File: config.mk
export PLATFORM = sky130hd
export DESIGN_NAME = sensor_err_monitor_flat
export DESIGN_NICKNAME = d
export VERILOG_FILES = /design/src/rtl/sensor_err_monitor_if.sv /design/src/rtl/sensor_err_monitor.sv /design/src/flat_wrapper.sv
export SDC_FILE = /design/constraint.sdc
export NUM_CORES = 1
export LEC_CHECK = 0
export CORE_MARGIN = 5
export CORE_UTILIZATION = 47
export DETAILED_ROUTE_END_ITERATION = 8
export GPL_TIMING_DRIVEN = 0
export HOLD_SLACK_MARGIN = 0.08
export PLACE_DENSITY = 0.74
export SLEW_MARGIN = 30
export SYNTH_ARGS = -nofsm -noshare
export SYNTH_HDL_FRONTEND = slang
export SYNTH_SLANG_ARGS = --single-unit
File: constraint.sdc
create_clock -name clk -period 2.2 [get_ports clk]
set_clock_uncertainty 0.15 [all_clocks]
set_input_delay 0.66 -clock clk [delete_from_list [all_inputs] [get_ports clk]]
set_output_delay 0.66 -clock clk [all_outputs]
set_load 0.02 [all_outputs]
File: src/rtl/sensor_err_monitor_if.sv
// sensor_err_monitor_if: sensor inputs, clear and fault outputs of the error monitor.
// SENSOR_MASK_EN adds the per-sensor mask signal.
interface sensor_err_monitor_if #(
  parameter int NUM_SENS = 4,
  parameter int CNT_W    = 8
);
  logic [NUM_SENS-1:0] sensors;
`ifdef SENSOR_MASK_EN
  logic [NUM_SENS-1:0] mask;
`endif
  logic                clear;
  logic                error;
  logic                error_latched;
  logic [CNT_W-1:0]    error_cnt;
  modport master (
    output sensors, clear,
`ifdef SENSOR_MASK_EN
    output mask,
`endif
    input  error, error_latched, error_cnt
  );
  modport slave (
    input  sensors, clear,
`ifdef SENSOR_MASK_EN
    input  mask,
`endif
    output error, error_latched, error_cnt
  );
endinterface

File: src/rtl/sensor_err_monitor.sv
// sensor_err_monitor: debounced sensor fault detector with sticky flag and saturating onset count.
// SENSOR_MASK_EN adds a mask that removes sensors from the fault rule.
module sensor_err_monitor #(
  parameter int NUM_SENS   = 4,
  parameter int DEB_CYCLES = 3,
  parameter int CNT_W      = 8
) (
  input logic                clk,
  input logic                rst,
  sensor_err_monitor_if.slave bus
);
  localparam int KW = $clog2(DEB_CYCLES + 1);
  localparam logic [KW-1:0] K_MAX = KW'(DEB_CYCLES);
  typedef enum logic [1:0] {IDLE, QUAL, FAULT, RECOVER} state_t;
  state_t state_q, state_d;
  logic [KW-1:0] k_q, k_d, k_inc;
  logic [CNT_W-1:0] cnt_q, cnt_d;
  logic error_q, error_d, latched_q, latched_d;
  logic [NUM_SENS-1:0] eff;
  logic raw, onset;
`ifdef SENSOR_MASK_EN
  assign eff = bus.sensors & ~bus.mask;
`else
  assign eff = bus.sensors;
`endif
  assign raw   = eff[0] | (eff[1] & |eff[NUM_SENS-1:2]);
  assign k_inc = k_q + 1'b1;
  always_comb begin
    state_d = state_q;
    k_d     = k_q;
    onset   = 1'b0;
    case (state_q)
      IDLE:
        if (raw) begin
          state_d = (DEB_CYCLES == 1) ? FAULT : QUAL;
          k_d     = (DEB_CYCLES == 1) ? '0 : KW'(1);
          onset   = (DEB_CYCLES == 1);
        end
      QUAL: begin
        state_d = !raw ? IDLE : (k_inc == K_MAX) ? FAULT : QUAL;
        k_d     = (!raw || k_inc == K_MAX) ? '0 : k_inc;
        onset   = raw && k_inc == K_MAX;
      end
      FAULT:
        if (!raw) begin
          state_d = (DEB_CYCLES == 1) ? IDLE : RECOVER;
          k_d     = (DEB_CYCLES == 1) ? '0 : KW'(1);
        end
      default: begin
        state_d = raw ? FAULT : (k_inc == K_MAX) ? IDLE : RECOVER;
        k_d     = (raw || k_inc == K_MAX) ? '0 : k_inc;
      end
    endcase
    error_d   = (state_d == FAULT) || (state_d == RECOVER);
    latched_d = onset | (latched_q & ~bus.clear);
    // an onset beats a coincident clear, restarting the count at 1
    cnt_d     = onset ? (bus.clear ? CNT_W'(1) : (&cnt_q ? cnt_q : cnt_q + 1'b1))
                      : (bus.clear ? '0 : cnt_q);
  end
  always_ff @(posedge clk or posedge rst)
    if (rst) begin
      state_q   <= IDLE;
      k_q       <= '0;
      error_q   <= 1'b0;
      latched_q <= 1'b0;
      cnt_q     <= '0;
    end else begin
      state_q   <= state_d;
      k_q       <= k_d;
      error_q   <= error_d;
      latched_q <= latched_d;
      cnt_q     <= cnt_d;
    end
  assign bus.error         = error_q;
  assign bus.error_latched = latched_q;
  assign bus.error_cnt     = cnt_q;
endmodule

File: src/flat_wrapper.sv
// flat-port wrapper written by rule: the top's interface ports become plain ports
module sensor_err_monitor_flat 
#(
  parameter int NUM_SENS   = 4,
  parameter int DEB_CYCLES = 3,
  parameter int CNT_W      = 8
)
  (clk, rst, bus_sensors, bus_clear, bus_error, bus_error_latched, bus_error_cnt);
  sensor_err_monitor_if #(.NUM_SENS(NUM_SENS), .CNT_W(CNT_W)) bus_i ();
  input logic clk;
  input logic rst;
  input wire logic [$bits(bus_i.sensors)-1:0] bus_sensors;
  input wire logic [$bits(bus_i.clear)-1:0] bus_clear;
  output wire logic [$bits(bus_i.error)-1:0] bus_error;
  output wire logic [$bits(bus_i.error_latched)-1:0] bus_error_latched;
  output wire logic [$bits(bus_i.error_cnt)-1:0] bus_error_cnt;
  assign bus_i.sensors = bus_sensors;
  assign bus_i.clear = bus_clear;
  assign bus_error = bus_i.error;
  assign bus_error_latched = bus_i.error_latched;
  assign bus_error_cnt = bus_i.error_cnt;
  sensor_err_monitor #(.NUM_SENS(NUM_SENS), .DEB_CYCLES(DEB_CYCLES), .CNT_W(CNT_W)) u_core (.clk(clk), .rst(rst), .bus(bus_i));
endmodule
==> impl_metrics.yaml <==
# yosys + openroad results
power_and_ir_drop:
  p_seq_mw: 0.343
  p_sw_share_pct: 30.8
  combPwrFrac_pct: 24.2
  p_seq_share_pct: 49.1
  pg_comb_mw: 0.169
  p_clk_share_pct: 26.6
  internal_power_mw: 0.483
  total_power_mw: 0.698
  ir_drop_uv: 415
  switchingPower_mw: 0.215
  p_clk_mw: 0.186
  power_density_nw_per_um2: 727
synthesis:
  ff_type: "dfrtp_1"
  synth_adder_area_share_pct: 3.47
  synthDistinctLibCells: 27
  synth_top_cell_by_area: "dfrtp_1"
  edf_count: 0
  ys_async_sr_fraction_pct: 100
  fp_nets: 83
  logic_family: "AND-OR/OR-AND gates"
  ys_area_sq_um: 722
  top_cell: "dfrtp_1"
  syn_area_sq_um: 722
  top_cell_area_share_pct: 48.5
  synth_flops: 14
  ys_sh_mux_pct: 2.77
  aoi_share_pct: 21.5
  syn_avg_cell_area_sq_um: 9.76
  synthTopCellsByCount: "dfrtp_1, a21oi_1, inv_1, nand3_1"
  ys_seq_share_pct: 48.5
  ys_cells: 74
  area_leaders: "dfrtp_1, or4_1, a21oi_1"
hold_path:
  whs_path_depth: 2
  holdCritPathClass: "reg2reg"
  min_from: "u_core.bus.error_latched"
cells_and_area:
  fillCellCount: 129
  final-clk-cell-share_pct: 3.78
  fin_cells: 109
  antenna_cells: 0
  area_growth_pct: 33.1
  lay_top_count: "dfrtp_1"
  numSequentialCells: 14
  combGateArea_sq_um: 352
  area_share_nonclk_buffers_pct: 18.7
  clock_buffers: 4
  regArea_sq_um: 350
  stdcell_area_sq_um: 961
  inverters: 6
  final_nets: 103
  comb_share_pct: 36.6
  drive_gt1_share_pct: 7.53
  seq_share_pct: 36.5
  buffers: 17
  logic_gates: 52
  layout_top_cells: "dfrtp_1, clkdlybuf4s50_1"
  dominant_cells: "combinational gates"
  largest_register_ffs: 8
global_route:
  overflow: 0
  grt_max_degree: 15
  gr-usage-met3_pct: 6.73
  antenna_found_initial: 0
  grtUsageTotal_pct: 14.2
  grt_pass1_wl_um: 2700
place:
  numPortBuffers: 15
  dp_slack_ns: -0.279
  numPlacedInstances: 105
  gp_congestion: 0.733
  hpwl_um: 1060
  post_dp_cell_area_sq_um: 892
setup_path:
  crit_type: "in2reg"
  critPathSlowestCell: "clkdlybuf4s50_1"
  timing.rr.start: "u_core.k_q[0]"
  cp.depth: 6
  worst-path-buf-inv: 2
  startpoint: "bus_sensors[3]"
  crit_family: "AND-OR/OR-AND gates"
  crit_required_ns: 2.20
  critical-path-max-stage-delay_ns: 0.45
  crit_end: "u_core.bus.error_cnt[7]"
  rr_worst_depth: 6
  ff2ff_setup_slack_ns: 0.25
  crit_path_max_fanout: 10
  regToRegEndpoint: "u_core.bus.error_cnt[7]"
  endpoint_kind: "register"
  path_cells: "clkdlybuf4s50_1 > o21a_1 > o2111ai_4 > buf_6 > o41ai_1 > a21oi_1"
sta:
  tightestPinTransition_ns: 0.529
  hold_slack_ns: 0.377
  timing_hold_violations_final: 0
  slew_viol_final: 0
  finalSetupViolations: 0
  final.setup.tns_ns: 0
  fmax_mhz: 468
detailed_routing:
  m1WireLength_um: 674
  ant_nets: 0
  first_pass_iters: 4
  highest_layer: "met4"
  drtIter0Drc: 16
  drc: 0
  avgViaCountPerCell: 5.78
  routedWlPerCell_um: 13.5
  wl_met2_um: 663
floorplanning:
  die_area_sq_um: 2420
  rows: 14
  tap_cells: 16
  io_pins: 17
  fp_util_pct: 48.5
  core_area_sq_um: 1490
clock_network:
  root_buffer: "clkbuf_4"
  clockBufferDepth: 2
  clkTransAtPathRegs_ns: 0.09
  cts_setup_buffers: 0
  numCtsBuffers: 3
  cts_hold_buf: 0
  cts_resized: 0
  htree_num_levels: 1
outcome:
  status: "complete, no violations"
flow_run:
  max_cap_viol_count: 0
  tool_warnings: 26
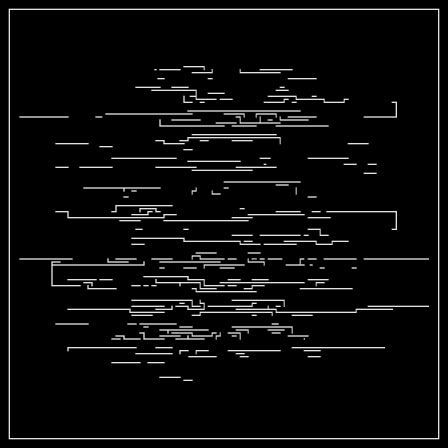
Figure 1: signal wires on met1.
nets with wire on the layer: 91
wire length on this layer: 674 um
longest straight run: 12.9 um
via count: 630
GRT met1 Usage: 19.8%
final wirelength: 1470 um

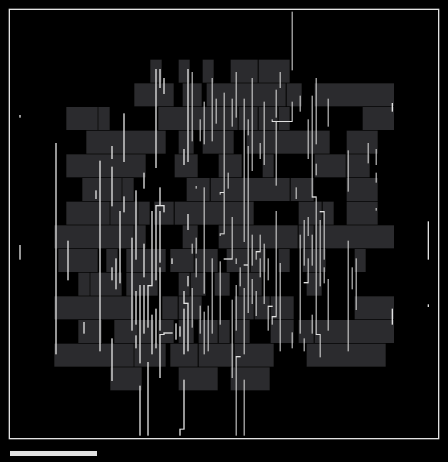
Figure 2: the metal 2 layer.
Bar = 10 um.
wire length on this layer: 664 um
nets with wire on the layer: 85
longest straight run: 24.1 um
M2 GR Usage: 18.5%

